Figure 1. I/O nets highlighted (run 1).
(2 px per um)
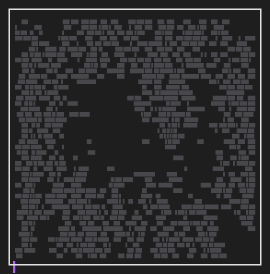
Figure 2. Cell outlines without signal wires (run 1).
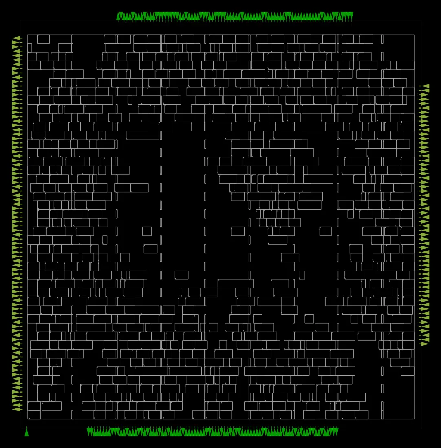
Figure 3. I/O pins on the die edge (run 1).
(4 px per um) Pins as bars across the die edge, other pins in grey.
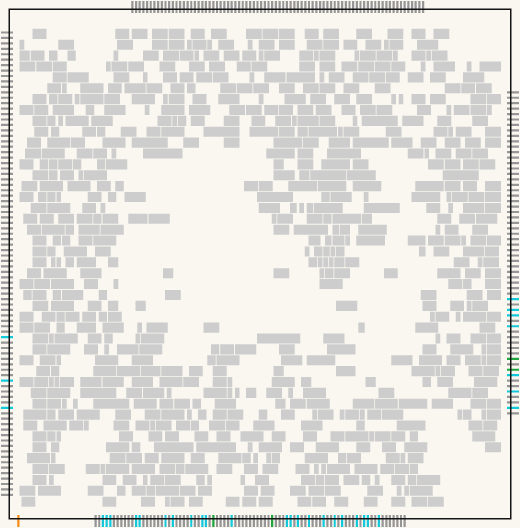
Figure 4. Drive-strength map (run 1).
(4 px per um)
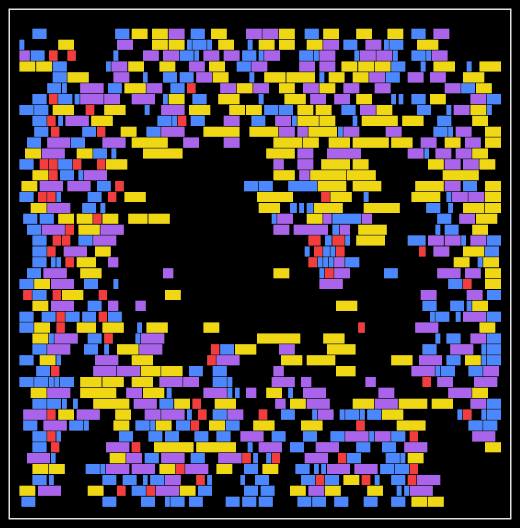
## src/rtl/mem_bus_arbiter_if.sv

```systemverilog
// mem_bus_arbiter_if: groups the two master request ports, the shared
// decoder-side bus and the status/control lines of mem_bus_arbiter.
// The master modport is the arbiter's view. The slave modport is the view of
// the environment around it (CPU, DMA engine and address decoder).
interface mem_bus_arbiter_if;
    logic        m0_valid;
    logic [31:0] m0_addr;
    logic [31:0] m0_wdata;
    logic [3:0]  m0_wstrb;
    logic        m0_ready;
    logic [31:0] m0_rdata;

    logic        m1_valid;
    logic [31:0] m1_addr;
    logic [31:0] m1_wdata;
    logic [3:0]  m1_wstrb;
    logic        m1_ready;
    logic [31:0] m1_rdata;

    logic        bus_valid;
    logic [31:0] bus_addr;
    logic [31:0] bus_wdata;
    logic [3:0]  bus_wstrb;
    logic [31:0] bus_rdata;
    logic        bus_ready;

    logic [1:0]  grant;
    logic        timeout_err;
    logic        err_clear;

    modport master (
        input  m0_valid, m0_addr, m0_wdata, m0_wstrb,
        input  m1_valid, m1_addr, m1_wdata, m1_wstrb,
        input  bus_rdata, bus_ready, err_clear,
        output m0_ready, m0_rdata, m1_ready, m1_rdata,
        output bus_valid, bus_addr, bus_wdata, bus_wstrb,
        output grant, timeout_err
    );

    modport slave (
        output m0_valid, m0_addr, m0_wdata, m0_wstrb,
        output m1_valid, m1_addr, m1_wdata, m1_wstrb,
        output bus_rdata, bus_ready, err_clear,
        input  m0_ready, m0_rdata, m1_ready, m1_rdata,
        input  bus_valid, bus_addr, bus_wdata, bus_wstrb,
        input  grant, timeout_err
    );
endinterface

```

## src/rtl/mem_bus_arbiter.sv

```systemverilog
// mem_bus_arbiter: round-robin arbiter between the CPU (master 0) and the
// DMA engine (master 1) for the single valid/ready memory bus feeding the
// address decoder. One transaction per grant. Every completion is followed
// by one idle cycle so that the decoder's registered ready can fall.
// Optional watchdog: define BUS_TIMEOUT_EN to abort transactions that are
// not answered within TIMEOUT_CYCLES granted cycles. An aborted transaction
// completes with rdata 0 and sets the sticky timeout_err flag.
module mem_bus_arbiter #(
    parameter int TIMEOUT_CYCLES = 1024
) (
    input  logic                 clk,
    input  logic                 reset_n,
    mem_bus_arbiter_if.master    bus
);

`ifdef BUS_TIMEOUT_EN
    typedef enum logic [1:0] {
        IDLE  = 2'd0,
        BUSY  = 2'd1,
        ABORT = 2'd2
    } state_t;
`else
    typedef enum logic [1:0] {
        IDLE = 2'd0,
        BUSY = 2'd1
    } state_t;
`endif

    state_t      state;
    state_t      state_next;
    logic [1:0]  grant_reg;
    logic [1:0]  grant_next;
    logic        last_reg;
    logic        last_next;

    logic        owner;
    logic        owner_valid;
    logic [31:0] owner_addr;
    logic [31:0] owner_wdata;
    logic [3:0]  owner_wstrb;

    // The owner is master 1 when grant bit 1 is set, otherwise master 0.
    assign owner       = grant_reg[1];
    assign owner_valid = owner ? bus.m1_valid : bus.m0_valid;
    assign owner_addr  = owner ? bus.m1_addr  : bus.m0_addr;
    assign owner_wdata = owner ? bus.m1_wdata : bus.m0_wdata;
    assign owner_wstrb = owner ? bus.m1_wstrb : bus.m0_wstrb;

`ifdef BUS_TIMEOUT_EN
    localparam int CNT_W = $clog2(TIMEOUT_CYCLES);

    logic [CNT_W-1:0] cnt;
    logic [CNT_W-1:0] cnt_next;
    logic             err_reg;
    logic             err_next;
    logic             at_limit;

    assign at_limit        = (cnt == CNT_W'(TIMEOUT_CYCLES - 1));
    assign bus.timeout_err = err_reg;

    // Watchdog counter and sticky error flag.
    always_ff @(posedge clk) begin
        if (!reset_n) begin
            cnt     <= '0;
            err_reg <= 1'b0;
        end else begin
            cnt     <= cnt_next;
            err_reg <= err_next;
        end
    end
`else
    localparam int unused_timeout_cycles = TIMEOUT_CYCLES;
    logic unused_err_clear;

    assign unused_err_clear = bus.err_clear;
    assign bus.timeout_err  = 1'b0;
`endif

    // State, owner and round-robin history registers.
    always_ff @(posedge clk) begin
        if (!reset_n) begin
            state     <= IDLE;
            grant_reg <= 2'b00;
            last_reg  <= 1'b1;
        end else begin
            state     <= state_next;
            grant_reg <= grant_next;
            last_reg  <= last_next;
        end
    end

    // Next-state logic: arbitration in IDLE, completion/abandon/timeout in BUSY.
    always_comb begin
        state_next = state;
        grant_next = grant_reg;
        last_next  = last_reg;
`ifdef BUS_TIMEOUT_EN
        cnt_next   = cnt;
        err_next   = err_reg;
        if (bus.err_clear) begin
            err_next = 1'b0;
        end
`endif
        case (state)
            IDLE: begin
`ifdef BUS_TIMEOUT_EN
                cnt_next = '0;
`endif
                if (bus.m0_valid && bus.m1_valid) begin
                    grant_next = last_reg ? 2'b01 : 2'b10;
                    state_next = BUSY;
                end else if (bus.m0_valid) begin
                    grant_next = 2'b01;
                    state_next = BUSY;
                end else if (bus.m1_valid) begin
                    grant_next = 2'b10;
                    state_next = BUSY;
                end
            end
            BUSY: begin
                if (bus.bus_ready) begin
                    last_next  = owner;
                    grant_next = 2'b00;
                    state_next = IDLE;
                end else if (!owner_valid) begin
                    grant_next = 2'b00;
                    state_next = IDLE;
`ifdef BUS_TIMEOUT_EN
                end else if (at_limit) begin
                    state_next = ABORT;
                end else begin
                    cnt_next = cnt + 1'b1;
`endif
                end
            end
`ifdef BUS_TIMEOUT_EN
            ABORT: begin
                err_next   = 1'b1;
                last_next  = owner;
                grant_next = 2'b00;
                state_next = IDLE;
            end
`endif
            default: begin
                grant_next = 2'b00;
                state_next = IDLE;
            end
        endcase
    end

    // Bus and master-side outputs: the owner sees the decoder, the other master sees zeros.
    always_comb begin
        bus.grant     = grant_reg;
        bus.bus_valid = 1'b0;
        bus.bus_addr  = 32'h0;
        bus.bus_wdata = 32'h0;
        bus.bus_wstrb = 4'h0;
        bus.m0_ready  = 1'b0;
        bus.m0_rdata  = 32'h0;
        bus.m1_ready  = 1'b0;
        bus.m1_rdata  = 32'h0;
        case (state)
            BUSY: begin
                bus.bus_valid = owner_valid;
                bus.bus_addr  = owner_addr;
                bus.bus_wdata = owner_wdata;
                bus.bus_wstrb = owner_wstrb;
                if (owner) begin
                    bus.m1_ready = bus.bus_ready;
                    bus.m1_rdata = bus.bus_rdata;
                end else begin
                    bus.m0_ready = bus.bus_ready;
                    bus.m0_rdata = bus.bus_rdata;
                end
            end
`ifdef BUS_TIMEOUT_EN
            ABORT: begin
                bus.bus_addr  = owner_addr;
                bus.bus_wdata = owner_wdata;
                bus.bus_wstrb = owner_wstrb;
                if (owner) begin
                    bus.m1_ready = 1'b1;
                end else begin
                    bus.m0_ready = 1'b1;
                end
            end
`endif
            default: begin
            end
        endcase
    end

endmodule

```

## src/flat_wrapper.sv

```systemverilog
// flat-port wrapper written by rule: the top's interface ports become plain ports
module mem_bus_arbiter_flat 
#(
    parameter int TIMEOUT_CYCLES = 1024
)
  (clk, reset_n, bus_m0_valid, bus_m0_addr, bus_m0_wdata, bus_m0_wstrb, bus_m1_valid, bus_m1_addr, bus_m1_wdata, bus_m1_wstrb, bus_bus_rdata, bus_bus_ready, bus_err_clear, bus_m0_ready, bus_m0_rdata, bus_m1_ready, bus_m1_rdata, bus_bus_valid, bus_bus_addr, bus_bus_wdata, bus_bus_wstrb, bus_grant, bus_timeout_err);
  mem_bus_arbiter_if bus_i ();
  input  logic clk;
  input  logic reset_n;
  input wire logic [$bits(bus_i.m0_valid)-1:0] bus_m0_valid;
  input wire logic [$bits(bus_i.m0_addr)-1:0] bus_m0_addr;
  input wire logic [$bits(bus_i.m0_wdata)-1:0] bus_m0_wdata;
  input wire logic [$bits(bus_i.m0_wstrb)-1:0] bus_m0_wstrb;
  input wire logic [$bits(bus_i.m1_valid)-1:0] bus_m1_valid;
  input wire logic [$bits(bus_i.m1_addr)-1:0] bus_m1_addr;
  input wire logic [$bits(bus_i.m1_wdata)-1:0] bus_m1_wdata;
  input wire logic [$bits(bus_i.m1_wstrb)-1:0] bus_m1_wstrb;
  input wire logic [$bits(bus_i.bus_rdata)-1:0] bus_bus_rdata;
  input wire logic [$bits(bus_i.bus_ready)-1:0] bus_bus_ready;
  input wire logic [$bits(bus_i.err_clear)-1:0] bus_err_clear;
  output wire logic [$bits(bus_i.m0_ready)-1:0] bus_m0_ready;
  output wire logic [$bits(bus_i.m0_rdata)-1:0] bus_m0_rdata;
  output wire logic [$bits(bus_i.m1_ready)-1:0] bus_m1_ready;
  output wire logic [$bits(bus_i.m1_rdata)-1:0] bus_m1_rdata;
  output wire logic [$bits(bus_i.bus_valid)-1:0] bus_bus_valid;
  output wire logic [$bits(bus_i.bus_addr)-1:0] bus_bus_addr;
  output wire logic [$bits(bus_i.bus_wdata)-1:0] bus_bus_wdata;
  output wire logic [$bits(bus_i.bus_wstrb)-1:0] bus_bus_wstrb;
  output wire logic [$bits(bus_i.grant)-1:0] bus_grant;
  output wire logic [$bits(bus_i.timeout_err)-1:0] bus_timeout_err;
  assign bus_i.m0_valid = bus_m0_valid;
  assign bus_i.m0_addr = bus_m0_addr;
  assign bus_i.m0_wdata = bus_m0_wdata;
  assign bus_i.m0_wstrb = bus_m0_wstrb;
  assign bus_i.m1_valid = bus_m1_valid;
  assign bus_i.m1_addr = bus_m1_addr;
  assign bus_i.m1_wdata = bus_m1_wdata;
  assign bus_i.m1_wstrb = bus_m1_wstrb;
  assign bus_i.bus_rdata = bus_bus_rdata;
  assign bus_i.bus_ready = bus_bus_ready;
  assign bus_i.err_clear = bus_err_clear;
  assign bus_m0_ready = bus_i.m0_ready;
  assign bus_m0_rdata = bus_i.m0_rdata;
  assign bus_m1_ready = bus_i.m1_ready;
  assign bus_m1_rdata = bus_i.m1_rdata;
  assign bus_bus_valid = bus_i.bus_valid;
  assign bus_bus_addr = bus_i.bus_addr;
  assign bus_bus_wdata = bus_i.bus_wdata;
  assign bus_bus_wstrb = bus_i.bus_wstrb;
  assign bus_grant = bus_i.grant;
  assign bus_timeout_err = bus_i.timeout_err;
  mem_bus_arbiter #(.TIMEOUT_CYCLES(TIMEOUT_CYCLES)) u_core (.clk(clk), .reset_n(reset_n), .bus(bus_i));
endmodule
```

## config.mk

```make
export PLATFORM = sky130hd
export DESIGN_NAME = mem_bus_arbiter_flat
export DESIGN_NICKNAME = d
export VERILOG_FILES = /design/src/rtl/mem_bus_arbiter_if.sv /design/src/rtl/mem_bus_arbiter.sv /design/src/flat_wrapper.sv
export SDC_FILE = /design/constraint.sdc
export NUM_CORES = 1
export LEC_CHECK = 0
export ABC_AREA = 1
export CAP_MARGIN = 30
export CORE_AREA = 2 2 123 125
export DETAILED_ROUTE_END_ITERATION = 6
export DIE_AREA = 0 0 125 127
export GPL_TIMING_DRIVEN = 0
export PLACE_DENSITY = 0.58
export SLEW_MARGIN = 20
export SYNTH_ARGS = -nofsm -noshare
export SYNTH_HDL_FRONTEND = slang
export SYNTH_SLANG_ARGS = --single-unit
```

## constraint.sdc

```tcl
create_clock -name clk -period 1.17 [get_ports clk]
set_clock_uncertainty 0.1 [all_clocks]
set_input_delay 0.117 -clock clk [delete_from_list [all_inputs] [get_ports clk]]
set_output_delay 0.117 -clock clk [all_outputs]
set_load 0.05 [all_outputs]
```

==> results.sh, run 1 <==
# implementation run metrics
export IMPL_status="finished, violations left"
export IMPL_violations="setup timing"
export IMPL_syn_num_nets=537
export IMPL_p_per_area_nw_per_um2=660.9
export IMPL_crit_path_max_incr_delay_ns=0.35
export IMPL_synthTopCellsByArea="nand2_1 (35%), a21oi_1 (23%), nor2_1 (16%), inv_1 (8.3%), dfxtp_1 (5.1%)"
export IMPL_insertion_delay_ns=0.23
export IMPL_cts_root_buffer="clkbuf_16"
export IMPL_clockBufferDepth=2
export IMPL_ys_ff=4
export IMPL_crit_family="buffers and inverters"
export IMPL_cpMaxStageDelayCell="dfxtp_4"
export IMPL_slew_headroom=0.6406
export IMPL_hp_class="input port to flip-flop"
export IMPL_chip_area_um2=15880
export IMPL_grt_usage=0.1595
export IMPL_routed_wl_um=14040
export IMPL_overflow=0
export IMPL_finalSetupViolCount=140
export IMPL_synth_distinct_cells=15
export IMPL_required_ns=0.95
export IMPL_hold_violations=0
export IMPL_route_detailed_wl_per_inst_um=15.63
export IMPL_syn_area_um2=1575
export IMPL_setup_slack_ns=-0.5589
export IMPL_ys_cells=363
export IMPL_route_detailed_drc=0
export IMPL_syn_area_per_cell_um2=4.340
export IMPL_path_cells="buf_12 > clkinv_16 > buf_12 > buf_8 > buf_12 > nand2_4 > a21oi_4 > buf_6"
export IMPL_tightest_slew_ns=0.5382
export IMPL_fin_nets=889
export IMPL_peakVddDrop_v=0.0003224
export IMPL_crit_arrival_ns=1.51
export IMPL_die_x_um=125
export IMPL_fmax_ghz=0.5784
export IMPL_core_area_um2=14420
export IMPL_antenna_cells=0
export IMPL_cts_tree="yes"
export IMPL_cp_depth=8
export IMPL_clock_sinks=4
export IMPL_pre_cts_ws_ns=-1.085
export IMPL_p_leak_uw=0.003096
export IMPL_synth_top_cell_area_share=0.3503
export IMPL_ys_seq_frac=0.05083
export IMPL_dr_total_vias=3706
export IMPL_ant_nets=0
About Figure 1:
port	colour	bits	direction	edge	end cells	buffers
`bus_err_clear`	purple	1	input	south	0	0
I/O Buffers: 309
io pins: 312

About Figure 2:
FP Rows: 44
Layout Utilization: 0.5409
flop count: 4

About Figure 3:
port	colour	pins	direction	edge
`bus_err_clear`	orange	1	input	south
`bus_m1_wdata`	cyan	32	input	22 south, 7 east, 3 west
`bus_bus_wstrb`	green	4	output	2 east, 2 south

About Figure 4:
size	colour	cells	share
drive 1 or less	blue	283	40%
drive 3 to 4	purple	173	24%
drive 6 and up	yellow	191	27%
drive 2	red	67	9.4%
final instance area: 7801 um2
final setup margin: -0.5589 ns
Area growth syn-to-layout: 395.2%
nonclk buf count: 376

-- run 1: cells in the final DEF (no fill, tap or decap), types with 10 or more instances in the layout --
master	instances
clkdlybuf4s50_1	172
buf_6	105
a21oi_4	69
nor2_4	66
nand2_1	64
nand2_2	62
buf_8	49
inv_1	35
nand2_4	19
buf_12	16
buf_4	15
clkbuf_16	10
-- run 1: synth_stat cells (all sizes together) --
master  instances
a21oi          73
buf            22
clkbuf          7
clkinv          1
conb            1
dfxtp           4
inv            36
nand2         147
nand3           1
nor2           68
o21ai           2
or2             1
-- run 1: layout make-up --
type,count,area (um2)
repair buffers,350,4050
fillers,1296,6623
well taps,184,230.2
plain buffers,26,379.1
multi-input cells,293,2808
flip-flops and latches,4,87.58
inverters,37,167.7
clock buffers,4,78.83
-- run 1: what timing repair did --
action / 4_1_cts / 5_1_grt
buffers inserted: 12 / 20
hold buffers: 0 / 0
hold endpoints to repair: 0 / 0
gates cloned: 7 / 8
setup endpoints to repair: 141 / 140
gates resized: 1007 / 146
pin swaps: 19 / 32
-- run 1: cell families after synthesis --
| group | share of synthesized area |
|---|---|
| compound gates | 0.2383 |
| flops | 0.05084 |
| other cells | 0.002381 |
| buf+inv | 0.1890 |
| simple gates | 0.5195 |
-- run 1: path summary, 6_finish.rpt --
path | start | slack (ns) | endpoint
max | u_core.bus.grant[1]$_SDFFE_PN0P_ | -0.56 | bus_bus_wdata[29]
min | reset_n | 0.34 | u_core.last_reg$_SDFFE_PN1P_
max reg2reg | u_core.bus.grant[1]$_SDFFE_PN0P_ | -0.08 | u_core.bus.grant[1]$_SDFFE_PN0P_
min reg2reg | u_core.bus.grant[0]$_SDFFE_PN0P_ | 0.37 | u_core.bus.grant[0]$_SDFFE_PN0P_
-- run 1: power by group --
part	total (uW)	internal, uW	leakage [uW]	switching (uW)
clock network	552	450	0.0000382	102
logic	4440	1990	0.00302	2450
registers	167	149	0.0000343	17.5
total	5160	2590	0.00310	2570
-- run 1: per-layer routing --
metal	GRT usage	part of all wire	up-vias
li1	-	-	1811
met1	0.1676	0.34	1716
met2	0.3226	0.57	167
met3	0.03894	0.072	12
met4	0.02680	0.015	0
met5	0	0	-
-- run 1: per-stage QoR --
step           total power (uW)  setup TNS (ns)  std cells  hold slack, ns  area, um2
4_1_cts                    4889          -65.74        879          0.3365       7183
2_1_floorplan              2473          -35.54        363         0.09323       3060
3_3_place_gp               3772         -124.79        856          0.3578       6384
5_1_grt                    5395          -71.95        898          0.3676       7801
3_5_place_dp               3811         -127.49        856          0.3758       6384
6_report                   5155          -64.08        898          0.3405       7801
==> run 2: changes to the inputs <==
Settings changed: RECOVER_POWER from default to 100.
Figure 5. Drive-strength map (run 2).
(4 px per um)
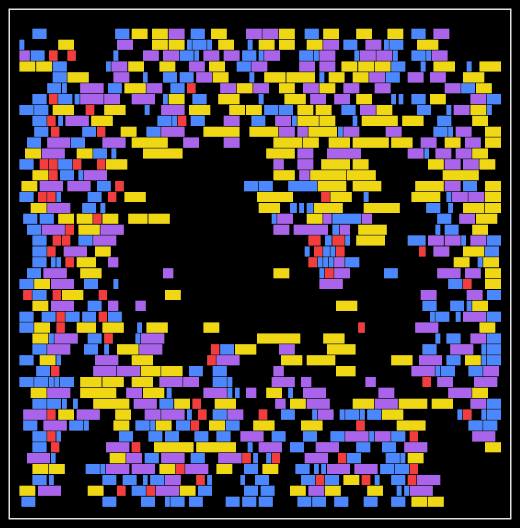
size	colour	cells	share
drive 3 to 4	purple	173	24%
drive 1 or less	blue	283	40%
drive 2	red	67	9.4%
drive 6 and up	yellow	191	27%

==> run 2 against run 1 <==
The run still ends with setup timing left. Sequential share of layout area stayed put. Fmax is the same. Setup slack unchanged. Critical path type unchanged.
==> results.sh, run 2 <==
# implementation run metrics
export IMPL_status="finished, violations left"
export IMPL_violations="setup timing"
export IMPL_edf_count=0
export IMPL_fmax_ghz=0.5784
export IMPL_ant_nets=0
export IMPL_finalSetupViolCount=140
export IMPL_async_flop_share=0
export IMPL_hp_class="input port to flip-flop"
export IMPL_hold_violations=0
export IMPL_fin_cells=898
export IMPL_yosys_top_cells_count="nand2_1 (147), a21oi_1 (73), nor2_1 (68), inv_1 (35), buf_2 (15)"
export IMPL_p_per_area_nw_per_um2=660.9
export IMPL_syn_num_nets=537
export IMPL_tightest_slew_ns=0.5382
export IMPL_setup_slack_ns=-0.5589
export IMPL_port_buffers=309
export IMPL_ys_cells=363
export IMPL_peakVddDrop_v=0.0003224
export IMPL_layout_top_cells="clkdlybuf4s50_1 (172), buf_6 (105), a21oi_4 (69), nor2_4 (66), nand2_1 (64)"
export IMPL_num_fill_cells=1296
export IMPL_cts_root_buffer="clkbuf_16"
export IMPL_core_area_um2=14420
export IMPL_cts_hold_buf=0
export IMPL_fin_util=0.5409
export IMPL_syn_area_per_cell_um2=4.340
export IMPL_num_rows=44
export IMPL_grt_usage=0.1595
export IMPL_dp_cells=856
export IMPL_p_leak_uw=0.003096
Figure 6. Selected gate families (run 2).
(4 px per um)
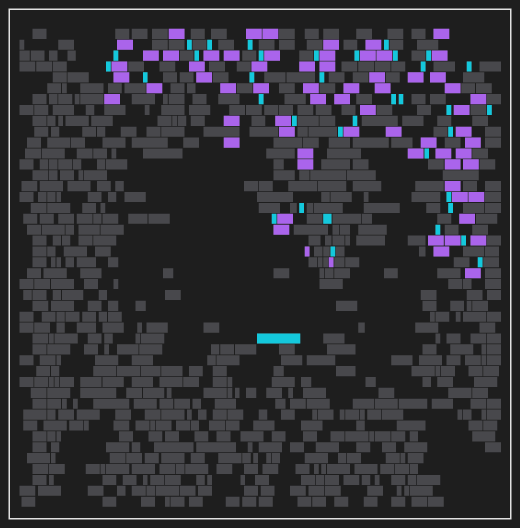
family	colour	cells	most used
NOR gates	purple	68	nor2_4
inverters	cyan	37	inv_1

[run 2: cell counts in the layout (fill, tap and decap cells not counted)]
Identical to the previous run, type by type.
[run 2: through the flow]
| step | hold slack, ns | TNS, ns | setup WS [ns] | cell area (um2) |
|---|---|---|---|---|
| after floorplan | 0.09323 | -35.54 | -0.3106 | 3060 |
| after global placement | 0.3578 | -124.79 | -1.071 | 6384 |
| after detailed placement | 0.3758 | -127.49 | -1.085 | 6384 |
| after CTS | 0.3365 | -65.74 | -0.5911 | 7183 |
| after global routing | 0.3676 | -71.95 | -0.6208 | 7801 |
| final | 0.3405 | -64.08 | -0.5589 | 7801 |
[run 2: what timing repair did]
action,4_1_cts,5_1_grt
setup buffers,12,20
setup endpoints to repair,141,140
cloned,7,8
pin swaps,19,32
gates resized,1007,146
[run 2: report_power, final]
| part | internal (uW) | switching (uW) |
|---|---|---|
| combinational | 1990 | 2450 |
| clock | 450 | 102 |
| sequential | 149 | 17.5 |
| total | 2590 | 2570 |
[run 2: logic make-up (layout without fill, tap and decap cells)]
logic type | count (synthesis) | after routing | synth area share
AND-OR/OR-AND | 75 | 75 | 0.2383
buffers and inverters | 66 | 417 | 0.1890
flip-flops | 4 | 4 | 0.05084
other | 1 | 1 | 0.002381
AND/OR/NAND/NOR | 217 | 217 | 0.5195
[run 2: layout make-up]
| class | instances | area [um2] | area share |
|---|---|---|---|
| Sequential cell | 4 | 87.58 | 0.01123 |
| Buffer | 26 | 379.1 | 0.04860 |
| Tap cell | 184 | 230.2 | 0.02951 |
| Inverter | 37 | 167.7 | 0.02149 |
| Multi-Input combinational cell | 293 | 2808 | 0.3599 |
| Clock buffer | 4 | 78.83 | 0.01010 |
| Timing Repair Buffer | 350 | 4050 | 0.5192 |
[run 2: routing by layer]
metal,wire (um),up-vias,GRT usage
li1,-,1811,-
met1,4781,1716,0.1676
met2,8038,167,0.3226
met3,1013,12,0.03894
met4,204,0,0.02680
met5,0,-,0
[run 2: path summary, 6_finish.rpt]
check                                         from                                to  depth (start not counted)
setup reg to reg  u_core.bus.grant[1]$_SDFFE_PN0P_  u_core.bus.grant[1]$_SDFFE_PN0P_                          8
setup / recovery  u_core.bus.grant[1]$_SDFFE_PN0P_                 bus_bus_wdata[29]                          8
hold / removal                             reset_n      u_core.last_reg$_SDFFE_PN1P_                          2
hold reg to reg   u_core.bus.grant[0]$_SDFFE_PN0P_  u_core.bus.grant[0]$_SDFFE_PN0P_                          2
[run 2: worst max-delay path: stages (launching register included)]
cell,delay [ns]
dfxtp_4,0.35
buf_12,0.15
clkinv_16,0.06
buf_12,0.11
buf_8,0.11
buf_12,0.12
nand2_4,0.05
a21oi_4,0.14
buf_6,0.18
Power and IR drop assume default switching activity.
